--- src/rtl/dm_arbiter.sv ---
`default_nettype none
// ============================================================================
// Module      : dm_arbiter
// Description : Two-master data-memory arbiter. Round-robin with bounded lock,
//               command mux onto DM, registered per-master read return.
// Revision    : 1.0 - initial release
// ============================================================================
module dm_arbiter #(
    parameter int AW       = 8,
    parameter int DW       = 32,
    parameter int MAX_HOLD = 4
) (
    input  logic          clk,
    input  logic          rst,
    input  logic          m0_req,
    input  logic          m0_lock,
    input  logic [1:0]    m0_wr,
    input  logic [2:0]    m0_re,
    input  logic [AW-1:0] m0_addr,
    input  logic [DW-1:0] m0_wdata,
    output logic          m0_gnt,
    output logic          m0_stall,
    output logic          m0_rvalid,
    output logic [DW-1:0] m0_rdata,
    input  logic          m1_req,
    input  logic          m1_lock,
    input  logic [1:0]    m1_wr,
    input  logic [2:0]    m1_re,
    input  logic [AW-1:0] m1_addr,
    input  logic [DW-1:0] m1_wdata,
    output logic          m1_gnt,
    output logic          m1_rvalid,
    output logic [DW-1:0] m1_rdata,
    output logic [1:0]    dm_wr,
    output logic [2:0]    dm_re,
    output logic [AW-1:0] dm_addr,
    output logic [DW-1:0] dm_wdata,
    input  logic [DW-1:0] dm_rdata
);

    localparam int              HW         = (MAX_HOLD > 1) ? $clog2(MAX_HOLD) : 1;
    localparam logic [HW-1:0]   c_hold_max = HW'(MAX_HOLD - 1);
    localparam logic [1:0]      c_idle     = 2'd0;
    localparam logic [1:0]      c_own0     = 2'd1;
    localparam logic [1:0]      c_own1     = 2'd2;

    logic [1:0]    r_state;
    logic [1:0]    w_next;
    logic          r_last;
    logic [HW-1:0] r_hold_cnt;
    logic          w_hold_done;
    logic          w_acc0;
    logic          w_acc1;
    logic          r_m0_rvalid;
    logic          r_m1_rvalid;
    logic [DW-1:0] r_m0_rdata;
    logic [DW-1:0] r_m1_rdata;

    assign w_hold_done = (r_hold_cnt == c_hold_max);

    always_ff @(posedge clk or posedge rst) begin
        if (rst) begin
            r_state    <= c_idle;
            r_last     <= 1'b1;
            r_hold_cnt <= '0;
        end else begin
            r_state <= w_next;
            if (w_next != r_state) begin
                r_hold_cnt <= '0;
                if (r_state == c_own0)
                    r_last <= 1'b0;
                else if (r_state == c_own1)
                    r_last <= 1'b1;
            end else if (r_state != c_idle && !w_hold_done) begin
                r_hold_cnt <= r_hold_cnt + 1'b1;
            end
        end
    end

    // A lock only delays handover while the other master waits, and only up to MAX_HOLD cycles.
    always_comb begin
        w_next = r_state;
        case (r_state)
            c_idle: begin
                if (m0_req && m1_req)
                    w_next = r_last ? c_own0 : c_own1;
                else if (m0_req)
                    w_next = c_own0;
                else if (m1_req)
                    w_next = c_own1;
            end
            c_own0: begin
                if (!m0_req)
                    w_next = m1_req ? c_own1 : c_idle;
                else if (m1_req && (!m0_lock || w_hold_done))
                    w_next = c_own1;
            end
            c_own1: begin
                if (!m1_req)
                    w_next = m0_req ? c_own0 : c_idle;
                else if (m0_req && (!m1_lock || w_hold_done))
                    w_next = c_own0;
            end
            default: w_next = c_idle;
        endcase
    end

    always_comb begin
        m0_gnt   = (r_state == c_own0);
        m1_gnt   = (r_state == c_own1);
        m0_stall = m0_req & ~m0_gnt;
        w_acc0   = m0_gnt & m0_req;
        w_acc1   = m1_gnt & m1_req;
        dm_wr    = '0;
        dm_re    = '0;
        dm_addr  = '0;
        dm_wdata = '0;
        if (w_acc0) begin
            dm_wr    = m0_wr;
            dm_re    = m0_re;
            dm_addr  = m0_addr;
            dm_wdata = m0_wdata;
        end else if (w_acc1) begin
            dm_wr    = m1_wr;
            dm_re    = m1_re;
            dm_addr  = m1_addr;
            dm_wdata = m1_wdata;
        end
    end

    always_ff @(posedge clk or posedge rst) begin
        if (rst) begin
            r_m0_rvalid <= 1'b0;
            r_m1_rvalid <= 1'b0;
            r_m0_rdata  <= '0;
            r_m1_rdata  <= '0;
        end else begin
            r_m0_rvalid <= w_acc0 && (m0_re != 3'd0);
            r_m1_rvalid <= w_acc1 && (m1_re != 3'd0);
            if (w_acc0 && (m0_re != 3'd0))
                r_m0_rdata <= dm_rdata;
            if (w_acc1 && (m1_re != 3'd0))
                r_m1_rdata <= dm_rdata;
        end
    end

    assign m0_rvalid = r_m0_rvalid;
    assign m1_rvalid = r_m1_rvalid;
    assign m0_rdata  = r_m0_rdata;
    assign m1_rdata  = r_m1_rdata;

endmodule
`default_nettype wire

--- config.mk ---
export PLATFORM = sky130hd
export DESIGN_NAME = dm_arbiter
export DESIGN_NICKNAME = d
export VERILOG_FILES = /design/src/rtl/dm_arbiter.sv
export SDC_FILE = /design/constraint.sdc
export NUM_CORES = 1
export LEC_CHECK = 0
export CAP_MARGIN = 20
export CORE_MARGIN = 5
export CORE_UTILIZATION = 38
export DETAILED_ROUTE_END_ITERATION = 8
export PLACE_DENSITY = 0.87
export SKIP_CTS_REPAIR_TIMING = 1
export SYNTH_ARGS = -nofsm -noshare
export SYNTH_HDL_FRONTEND = slang
export SYNTH_SLANG_ARGS = --single-unit
--- constraint.sdc ---
create_clock -name clk -period 5.4 [get_ports clk]
set_clock_uncertainty 0.05 [all_clocks]
set_input_delay 1.08 -clock clk [delete_from_list [all_inputs] [get_ports clk]]
set_output_delay 1.08 -clock clk [all_outputs]
set_load 0.02 [all_outputs]
Fig. 1: run 1, metal 2
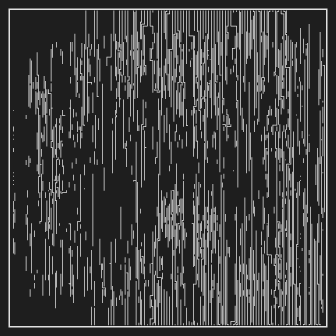
wire length on this layer: 7320 µm
nets with wire on the layer: 640
main direction: vertical

Fig. 2: run 1, local utilization
Bar = 20 µm. 10 x 10 tiles, from black (low) to pale yellow (high), 0 to 100% covered.
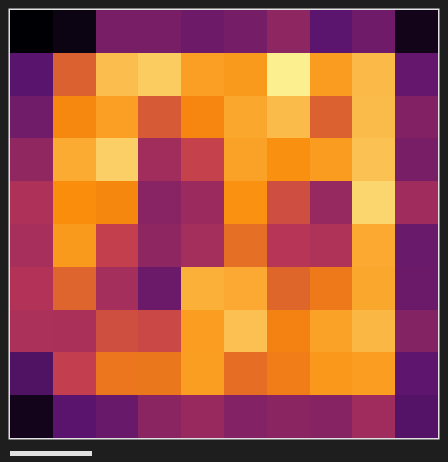
emptiest ninth of the die: bottom left
nearly empty tiles: 1.0%
fullest tile: 97%
mean over tiles: 55%
tiles over 75% full: 32%

Fig. 3: run 1, routing congestion map
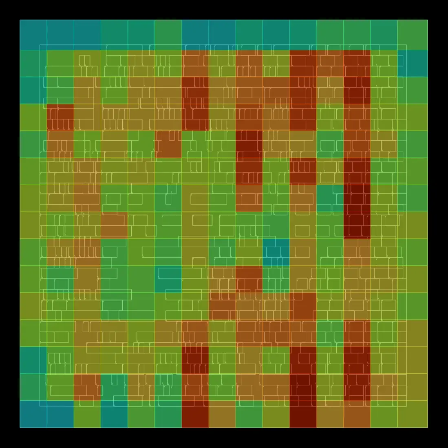
met2 usage: 44.8%
met3 Resource Use GR: 7.39%
WL/cell: 18.2 µm
Most Crowded Layer GR: met2

[run 1: worst paths after layout]
| kind | depth (start not counted) | slack (ns) | to |
|---|---|---|---|
| setup / recovery | 6 | 0.97 | dm_wdata[16] |
| hold reg to reg | 2 | 0.43 | m1_rdata[8]$_DFFE_PP0P_ |
| hold / removal | 2 | 0.43 | m1_rdata[8]$_DFFE_PP0P_ |
| min in group asynchronous | 2 | 1.10 | m1_rdata[17]$_DFFE_PP0P_ |
| max in group asynchronous | 3 | 3.24 | m1_rdata[2]$_DFFE_PP0P_ |
| setup reg to reg | 10 | 2.66 | m0_rdata[5]$_DFFE_PP0P_ |
[run 1: metrics by stage]
step	total power, mW	std cells	util (%)	hold slack, ns
final	3.07	735	70.7	0.425
after global routing	3.27	735	70.7	0.451
after CTS	3.09	732	70.0	0.430
after detailed placement	2.68	717	67.9	0.412
after global placement	2.63	717	67.9	0.407
after floorplan	1.80	386	-	0.440
[run 1: cells in the final DEF, fill, tap and decap left out, types with 4 or more instances in the layout]
master,synthesis,layout
buf_4,0,5
inv_1,6,5
clkbuf_8,0,9
dfrtp_1,70,70
nor3_1,4,4
clkdlybuf4s50_1,0,241
o21a_1,4,4
ha_1,5,5
a22o_1,45,45
nand2_1,195,195
[run 1: cells by family after synthesis]
logic type | synth area share [%]
buffers and inverters | 3.82
flip-flops | 52.6
AND-OR/OR-AND | 15.1
XOR/XNOR | 0.259
multiplexers | 0.296
adder cells (fa/ha/maj) | 1.85
AND/OR/NAND/NOR | 26.0
[run 1: layout make-up]
class / instances / area [µm²] / area share (%)
Tap cell: 108 / 135 / 2.20
Antenna cell: 1 / 2.50 / 0.0408
Clock inverter: 6 / 62.6 / 1.02
Multi-Input combinational cell: 286 / 1500 / 24.5
Timing Repair Buffer: 248 / 2500 / 40.8
Sequential cell: 71 / 1780 / 29.0
Inverter: 6 / 22.5 / 0.367
Clock buffer: 9 / 124 / 2.02
[run 1: synth_stat cells, drive strengths merged, types with 2 or more instances]
| cell type | number |
|---|---|
| ha | 5 |
| nor2 | 4 |
| nand3b | 2 |
| nor3 | 4 |
| or2 | 3 |
| buf | 6 |
| nand2b | 3 |
| a21oi | 3 |
| dfrtp | 70 |
| o21a | 4 |
| inv | 6 |
| nand2 | 195 |
| a22o | 45 |
| clkbuf | 17 |
| a211o | 2 |
[run 1: state kept, by name, indices dropped and copies added, names as in the netlist]
name	cells
m1_rvalid	1
m1_rdata	32
r_state	2
m0_rvalid	1
m0_rdata	32
r_hold_cnt	2
r_last	1
[run 1: layer usage]
layer / vias up / track usage [%] / part of all wire [%]
met5: - / 0 / 0
met4: 0 / 8.88 / 2.6
met3: 22 / 7.39 / 6.8
met2: 148 / 44.8 / 55
met1: 1728 / 25.7 / 36
li1: 1746 / - / -
[run 1: worst max-delay path, cell delays in order]
cell and delay, ns:
clkdlybuf4s50_1 0.73, nand2_1 0.15, nor2_2 0.10, buf_4 0.39
a22o_1 0.20, clkdlybuf4s50_1 0.64
[run 1: power by group]
group	total (mW)	switching, mW	internal (mW)
combinational	1.77	0.919	0.847
clock	0.398	0.188	0.210
sequential	0.906	0.135	0.772
==> reports/results.ini, run 1 <==
[yosys]
ys.flops = 71
ys_types = 35
ys_seq_share_pct = 52.6
yosysTopAreaCellShare_pct = 51.9
ys_async_sr_fraction_pct = 100
ys_area_mm2 = 0.00338
syn_nets = 519
syn_area_mm2 = 0.00338
flop_cell = dfrtp_1
synth_stat.cells = 386
synthCells = 386
largest_area_cell = dfrtp_1
edf_count = 0

[detailed_routing]
vias = 3644
viasPerCell = 4.96
drc = 0
drt_iter0_drc = 133
drt_wl_total_um = 13400
final_antenna_net_count = 0

[cts]
clockBufferDepth = 2
clkTransAtPathRegs_ns = 0.07
clkSinkCount = 71
cts_tree = built
cts_buffers = 9
htree_num_levels = 3

[sta]
timing.final.max_slew_violations = 0
rsz0062_at_grt = false
fin_crit_ns = 4.43
fmax_ghz = 0.226
slew_headroom_pct = 58.7
max_slew.worst_pin.slew_ns = 0.619
finalCritPeriodShare_pct = 82.0
setup_viol = 0
setup_ws_ns = 0.973
fin_setup_tns_ns = 0

[finish]
fin_nets = 755
design_area_mm2 = 0.00613
num-fill-cells = 678
drive_gt1_share_pct = 5.11

[critical_path]
worstSetupEndpointType = primary output
cp-start-kind = input pin
worstSetupStartpoint = m1_req

[die]
initial_core_util_pct = 38.9
die_y_um = 104
floorplan.die.width_um = 104
coreArea_mm2 = 0.00868
die_area_mm2 = 0.0109

[grt]
grt_pass1_vias = 3720
antenna_found_initial = 1
grt_pass1_wl_um = 21000
grt_usage_pct = 24.3
grt_overflow_total = 0

[placement]
port-buffer-count = 241
postPlaceCellArea_mm2 = 0.00589
post-place-ws_ns = 0.970
place_hpwl_um = 10700

[worst_hold_path]
min_path_type = flip-flop to flip-flop

[run_status]
status = finished, final reports clean

[power]
power.leakage_nw = 2.83
p_per_area_mw_per_mm2 = 501

[job]
warnings = 29
max_cap_viol_count = 0

Fig. 4: run 1, wiring heat map
Bar = 20 µm. 21 x 21 tiles, from black (low) to pale yellow (high), scaled to the fullest tile. Values are wire area over tile area, all layers added.
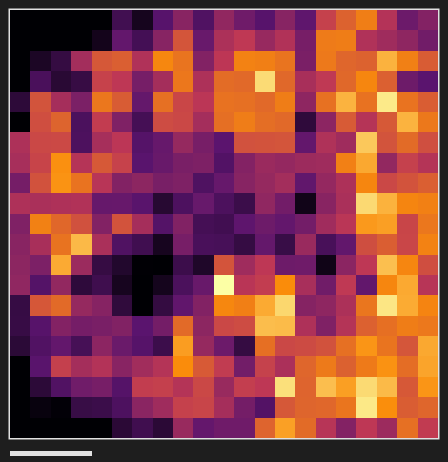

==> run 1 -> run 2 <==
--- a/config.mk
+++ b/config.mk
@@ -7,9 +7,9 @@
 export LEC_CHECK = 0
 export CAP_MARGIN = 20
 export CORE_MARGIN = 5
-export CORE_UTILIZATION = 38
+export CORE_UTILIZATION = 32
 export DETAILED_ROUTE_END_ITERATION = 8
-export PLACE_DENSITY = 0.87
+export PLACE_DENSITY = 0.78
 export SKIP_CTS_REPAIR_TIMING = 1
 export SYNTH_ARGS = -nofsm -noshare
 export SYNTH_HDL_FRONTEND = slang
==> constraint.sdc (replaced) <==
create_clock -name clk -period 3.9 [get_ports clk]
set_clock_uncertainty 0.05 [all_clocks]
set_input_delay 0.78 -clock clk [delete_from_list [all_inputs] [get_ports clk]]
set_output_delay 0.78 -clock clk [all_outputs]
set_load 0.02 [all_outputs]
Fig. 5: run 2, wiring heat map
Bar = 20 µm. 23 x 23 tiles, from black (low) to pale yellow (high), scaled to the fullest tile. Values are wire area over tile area, all layers added.
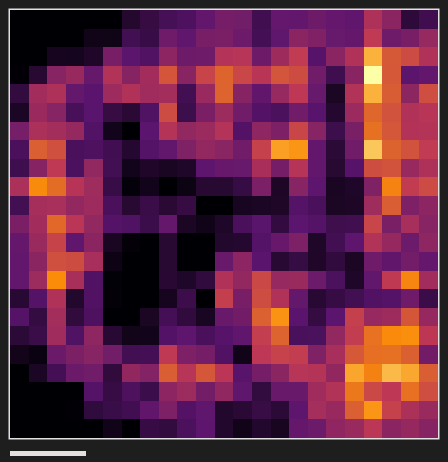
mean over tiles: 0.17
tiles over half the peak: 16%
fullest tile: 0.56
nearly empty tiles: 9.5%
Vias: 3635
GRT Util Overall: 20.1%
WL/cell: 17.0 µm
Routed Wire Length: 13000 µm

==> reports/results.ini, run 2 <==
[run_status]
status = finished, final reports clean

[critical_path]
crit_fanout = 46
timing.rr.start = r_state[1]$_DFF_PP0_
worstSetupEndpointType = primary output
required_ns = 3.07
path_class = input pin to primary output
r2r_end = m0_rdata[16]$_DFFE_PP0P_
rrSetupSlack_ns = 1.20
cp-start-kind = input pin
r2r_cells = 10
arrival_ns = 2.74

[power]
power.leakage_nw = 2.88
ir_drop_mv = 0.389
p_per_area_mw_per_mm2 = 714

[die]
die_area_mm2 = 0.0127
coreArea_mm2 = 0.0103
floorplan.die.width_um = 113
die_y_um = 113
initial_core_util_pct = 32.7
rows = 37
io_pins = 242

[worst_hold_path]
min_from = m1_rdata[14]$_DFFE_PP0P_
min_to = m1_rdata[14]$_DFFE_PP0P_
min_path_type = flip-flop to flip-flop
hold_path_depth = 2

[placement]
port-buffer-count = 241
place_hpwl_um = 10300
gp_congestion = 0.944

[sta]
finalCritPeriodShare_pct = 91.5
setup_viol = 0
holdWs_ns = 0.424
slew_headroom_pct = 49.9
fmax_ghz = 0.280
rsz0062_at_grt = false
fin_setup_tns_ns = 0
timing.final.max_slew_violations = 0
hold_viol = 0
max_slew.worst_pin.slew_ns = 0.750
fin_crit_ns = 3.57

[cts]
insertion_delay_ns = 0.34
cts_tree = built
cts-root-buf = clkbuf_8
clkTransAtPathRegs_ns = 0.07
htree_num_levels = 3
clkSinkCount = 71
cts_buffers = 9
clockBufferDepth = 2

[yosys]
syn_area_mm2 = 0.00338
syn_area_per_cell_um2 = 8.75
ys_seq_share_pct = 52.6
edf_count = 0
ys_async_sr_fraction_pct = 100
common_cells = nand2_1 (195), dfrtp_1 (70), a22o_1 (45), clkbuf_1 (17), inv_1 (6)
ys_area_mm2 = 0.00338
largest_area_cell = dfrtp_1
flop_cell = dfrtp_1
synthCells = 386
synth_stat.cells = 386
yosysWarnings = 0
area_leaders = dfrtp_1 (52%), nand2_1 (22%), a22o_1 (12%)
syn_nets = 519
ys.flops = 71
most_common_cell = nand2_1
ys_types = 35
yosysTopAreaCellShare_pct = 51.9

[grt]
antenna_found_initial = 1
grt_overflow_total = 0
grt_pass1_wl_um = 20300
grt_pass1_vias = 3677
grt_max_degree = 47

[detailed_routing]
viasPerCell = 4.75
drt_iter0_drc = 247
first_pass_iters = 4
final_antenna_net_count = 0
drc = 0

[finish]
drive_gt1_share_pct = 5.88
mostFrequentLayoutCell = clkdlybuf4s50_1
final_cell_mix = clkdlybuf4s50_1 (240), nand2_1 (195), dfrtp_1 (70), a22o_1 (45), clkbuf_8 (10)
fin_nets = 758
syn2layout_area_growth_pct = 85.6

[job]
warnings = 29
max_cap_viol_count = 0

[run 2: worst max-delay path, cell delays in order]
cell and delay (ns):
clkdlybuf4s50_1 0.48, and2_2 0.18, buf_4 0.42, a22o_1 0.24, clkdlybuf4s50_1 0.61
[run 2: metal layers]
layer  share of wire (%)  GRT usage [%]
met3                 8.1           5.40
met1                  37           22.1
met2                  52           35.8
met5                   0              0
met4                 3.2           9.46
[run 2: cell type report]
type | count | area (µm²)
tap | 136 | 170
sequential | 71 | 1780
clock inverter | 5 | 129
inverter | 6 | 22.5
antenna | 1 | 2.50
clock buffer | 10 | 138
timing repair buffer | 251 | 2520
multi-input combinational | 286 | 1510
fill | 874 | 4060
[run 2: kinds of logic (layout without fill, tap and decap cells)]
family          Yosys count  after routing  share of synthesized area (%)
compound gates           61             61                           15.1
xor+xnor                  1              1                          0.259
fa+ha+maj                 5              5                           1.85
buf+inv                  29            272                           3.82
flops                    71             71                           52.6
mux                       1              1                          0.296
other cells               0              1                              0
simple gates            218            218                           26.0
[run 2: stage by stage]
step	instances	power (mW)	instance area, µm²	util, %	worst slack (ns)
after floorplan	386	2.49	3380	-	1.04
after global placement	749	3.66	5970	57.8	0.416
after detailed placement	750	3.74	6000	58.1	0.359
after CTS	765	4.53	6260	60.7	0.344
after global routing	766	4.76	6270	60.7	0.207
final	766	4.48	6270	60.7	0.331
[run 2: worst max-delay path by stage]
stage	startpoint	to	slack, ns	depth (start not counted)
2_1_floorplan	m0_req	dm_addr[0]	1.04	6
3_3_place_gp	m0_req	dm_wdata[13]	0.42	5
3_5_place_dp	m0_req	dm_addr[5]	0.36	5
4_1_cts	r_state[1]$_DFF_PP0_	dm_addr[5]	0.34	6
5_1_grt	r_state[1]$_DFF_PP0_	dm_addr[5]	0.21	6
6_report	m0_req	dm_addr[5]	0.33	5
[run 2: power breakdown]
part	internal [mW]	switching (mW)	leakage [nW]	total [mW]
registers	1.07	0.194	0.895	1.26
clock network	0.506	0.269	0.133	0.775
logic	1.17	1.26	1.85	2.44
Fig. 6: run 2, routing congestion map
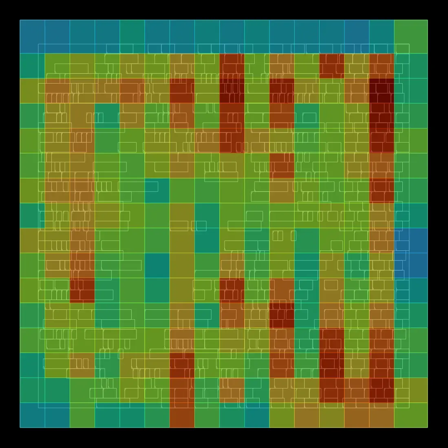

==> run 2 -> run 3 <==
--- a/config.mk
+++ b/config.mk
@@ -6,6 +6,7 @@
 export NUM_CORES = 1
 export LEC_CHECK = 0
 export CAP_MARGIN = 20
+export CORE_ASPECT_RATIO = 1.1
 export CORE_MARGIN = 5
 export CORE_UTILIZATION = 32
 export DETAILED_ROUTE_END_ITERATION = 8
Fig. 7: run 3, routing congestion map
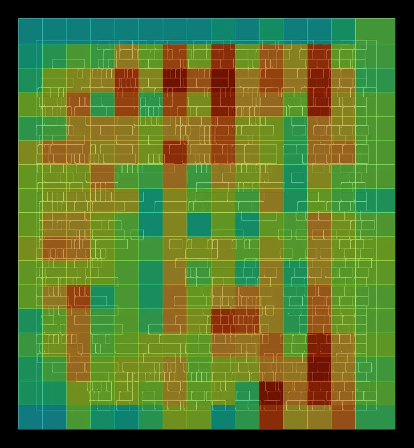
GRT Util Overall: 20.5%
Finished Core Util: 61.6%
met2 usage: 37.2%
WL/cell: 17.1 µm

==> reports/results.ini, run 3 <==
[placement]
gp_congestion = 0.799
port-buffer-count = 241
dp.cells = 756
place_hpwl_um = 10300

[critical_path]
worstSetupEndpointType = primary output
slowest_stage = clkdlybuf4s50_1
rrSetupSlack_ns = 1.43
worst_path_largest_cell_delay_ns = 0.63
crit_chain = inv_1 > ha_1 > and2_2 > nor2_4 > buf_12 > a22o_1 > clkdlybuf4s50_1
required_ns = 3.07
critPathBufInv = 3
arrival_ns = 2.58
path_class = flip-flop to primary output
cp-start-kind = flip-flop
r2r_cells = 10
timing.rr.start = r_state[1]$_DFF_PP0_
crit_fanout = 45
worstSetupStartpoint = r_state[1]$_DFF_PP0_
crit_family = buffers and inverters
r2r_end = m0_rdata[5]$_DFFE_PP0P_

[grt]
grt_overflow_total = 0
grt_pass1_wl_um = 20500
antenna_found_initial = 0
grt_pass1_vias = 3941
grt_max_degree = 72

[job]
warnings = 29
max_cap_viol_count = 0

[yosys]
largest_area_cell = dfrtp_1
flop_cell = dfrtp_1
ys_area_mm2 = 0.00338
ys.flops = 71
edf_count = 0
synthCells = 386
common_cells = nand2_1 (195), dfrtp_1 (70), a22o_1 (45), clkbuf_1 (17), inv_1 (6)
ys_types = 35
ys_async_sr_fraction_pct = 100
yosysWarnings = 0
area_leaders = dfrtp_1 (52%), nand2_1 (22%), a22o_1 (12%)
ys_seq_share_pct = 52.6
syn_area_mm2 = 0.00338
synth_stat.cells = 386
yosysTopAreaCellShare_pct = 51.9
most_common_cell = nand2_1
syn_area_per_cell_um2 = 8.75

[power]
p_per_area_mw_per_mm2 = 734
ir_drop_mv = 0.372
power.leakage_nw = 2.92

[sta]
finalCritPeriodShare_pct = 87.4
rsz0062_at_grt = false
fin_setup_tns_ns = 0
setup_viol = 0
timing.final.max_slew_violations = 0
hold_viol = 0
fmax_ghz = 0.293
fin_crit_ns = 3.41
max_slew.worst_pin.slew_ns = 0.870
slew_headroom_pct = 42.0

[worst_hold_path]
min_to = m1_rdata[9]$_DFFE_PP0P_
hold_path_depth = 2
min_path_type = flip-flop to flip-flop
min_from = m1_rdata[9]$_DFFE_PP0P_

[cts]
clkSinkCount = 71
cts-root-buf = clkbuf_16
insertion_delay_ns = 0.32
htree_num_levels = 3
clkTransAtPathRegs_ns = 0.05
cts_tree = built
clockBufferDepth = 2
cts_buffers = 9

[detailed_routing]
final_antenna_net_count = 0
drt_wl_total_um = 13200
drt_iter0_drc = 154
viasPerCell = 4.78
first_pass_iters = 4
drc = 0

[die]
coreArea_mm2 = 0.0103
rows = 39
floorplan.die.width_um = 108
die_y_um = 118
die_area_mm2 = 0.0127
initial_core_util_pct = 32.6
io_pins = 242

[finish]
syn2layout_area_growth_pct = 88.7
num-fill-cells = 886
mostFrequentLayoutCell = clkdlybuf4s50_1
num_antenna_cells = 0
drive_gt1_share_pct = 5.72
logic_area_mm2 = 0.00151
final_cell_mix = clkdlybuf4s50_1 (241), nand2_1 (195), dfrtp_1 (70), a22o_1 (45), clkbuf_16 (9)
stdcell_count = 772
regArea_mm2 = 0.00178
fin_nets = 757

[run_status]
status = finished, final reports clean

[run 3: cell counts after synthesis]
Identical to the previous run, type by type.
[run 3: logic make-up after synthesis]
kind of cell | Yosys count | synth area share, %
multiplexers | 1 | 0.296
flip-flops | 71 | 52.6
buffers and inverters | 29 | 3.82
AND/OR/NAND/NOR | 218 | 26.0
adder cells (fa/ha/maj) | 5 | 1.85
XOR/XNOR | 1 | 0.259
AND-OR/OR-AND | 61 | 15.1
[run 3: cell type report]
type                       count  area share (%)
multi-input combinational    286            23.7
timing repair buffer         250            39.6
inverter                       6           0.353
clock inverter                 5            1.63
clock buffer                  11            3.97
tap                          143            2.81
sequential                    71            27.9
[run 3: worst max path at each step]
stage,to,slack [ns],cells after the start
finish,dm_addr[0],0.49,7
global placement,dm_wdata[0],0.54,6
global route,dm_addr[0],0.36,7
floorplan,dm_addr[0],1.04,6
CTS,dm_addr[0],0.48,7
detailed placement,dm_addr[0],0.51,6
[run 3: power by group]
group,switching (mW),internal (mW)
combinational,1.28,1.18
clock,0.291,0.659
sequential,0.190,1.07
[run 3: routing by layer]
layer / track usage (%) / routed length [µm] / part of all wire, %
met1: 20.5 / 4480 / 34
met2: 37.2 / 6820 / 52
met4: 8.52 / 473 / 3.6
met3: 7.79 / 1410 / 11
met5: 0 / 0 / 0
[run 3: worst reg2reg max path: stages (launching register included)]
cell	delay [ns]
dfrtp_1	0.44
inv_1	0.14
ha_1	0.29
and2_2	0.24
buf_12	0.23
o31ai_4	0.11
buf_4	0.26
inv_1	0.11
buf_4	0.36
nand2_1	0.12
nand2_1	0.07
[run 3: through the flow]
stage	utilization (%)	total power [mW]	worst slack, ns	hold WS (ns)	area (µm²)
floorplan	-	2.49	1.04	0.440	3380
global placement	57.9	3.67	0.543	0.408	5990
detailed placement	58.1	3.75	0.514	0.411	6010
CTS	61.6	4.73	0.478	0.425	6370
global route	61.6	4.96	0.357	0.452	6370
finish	61.6	4.68	0.492	0.420	6370
No activity file was given, so power comes from the tool's default toggle rates.
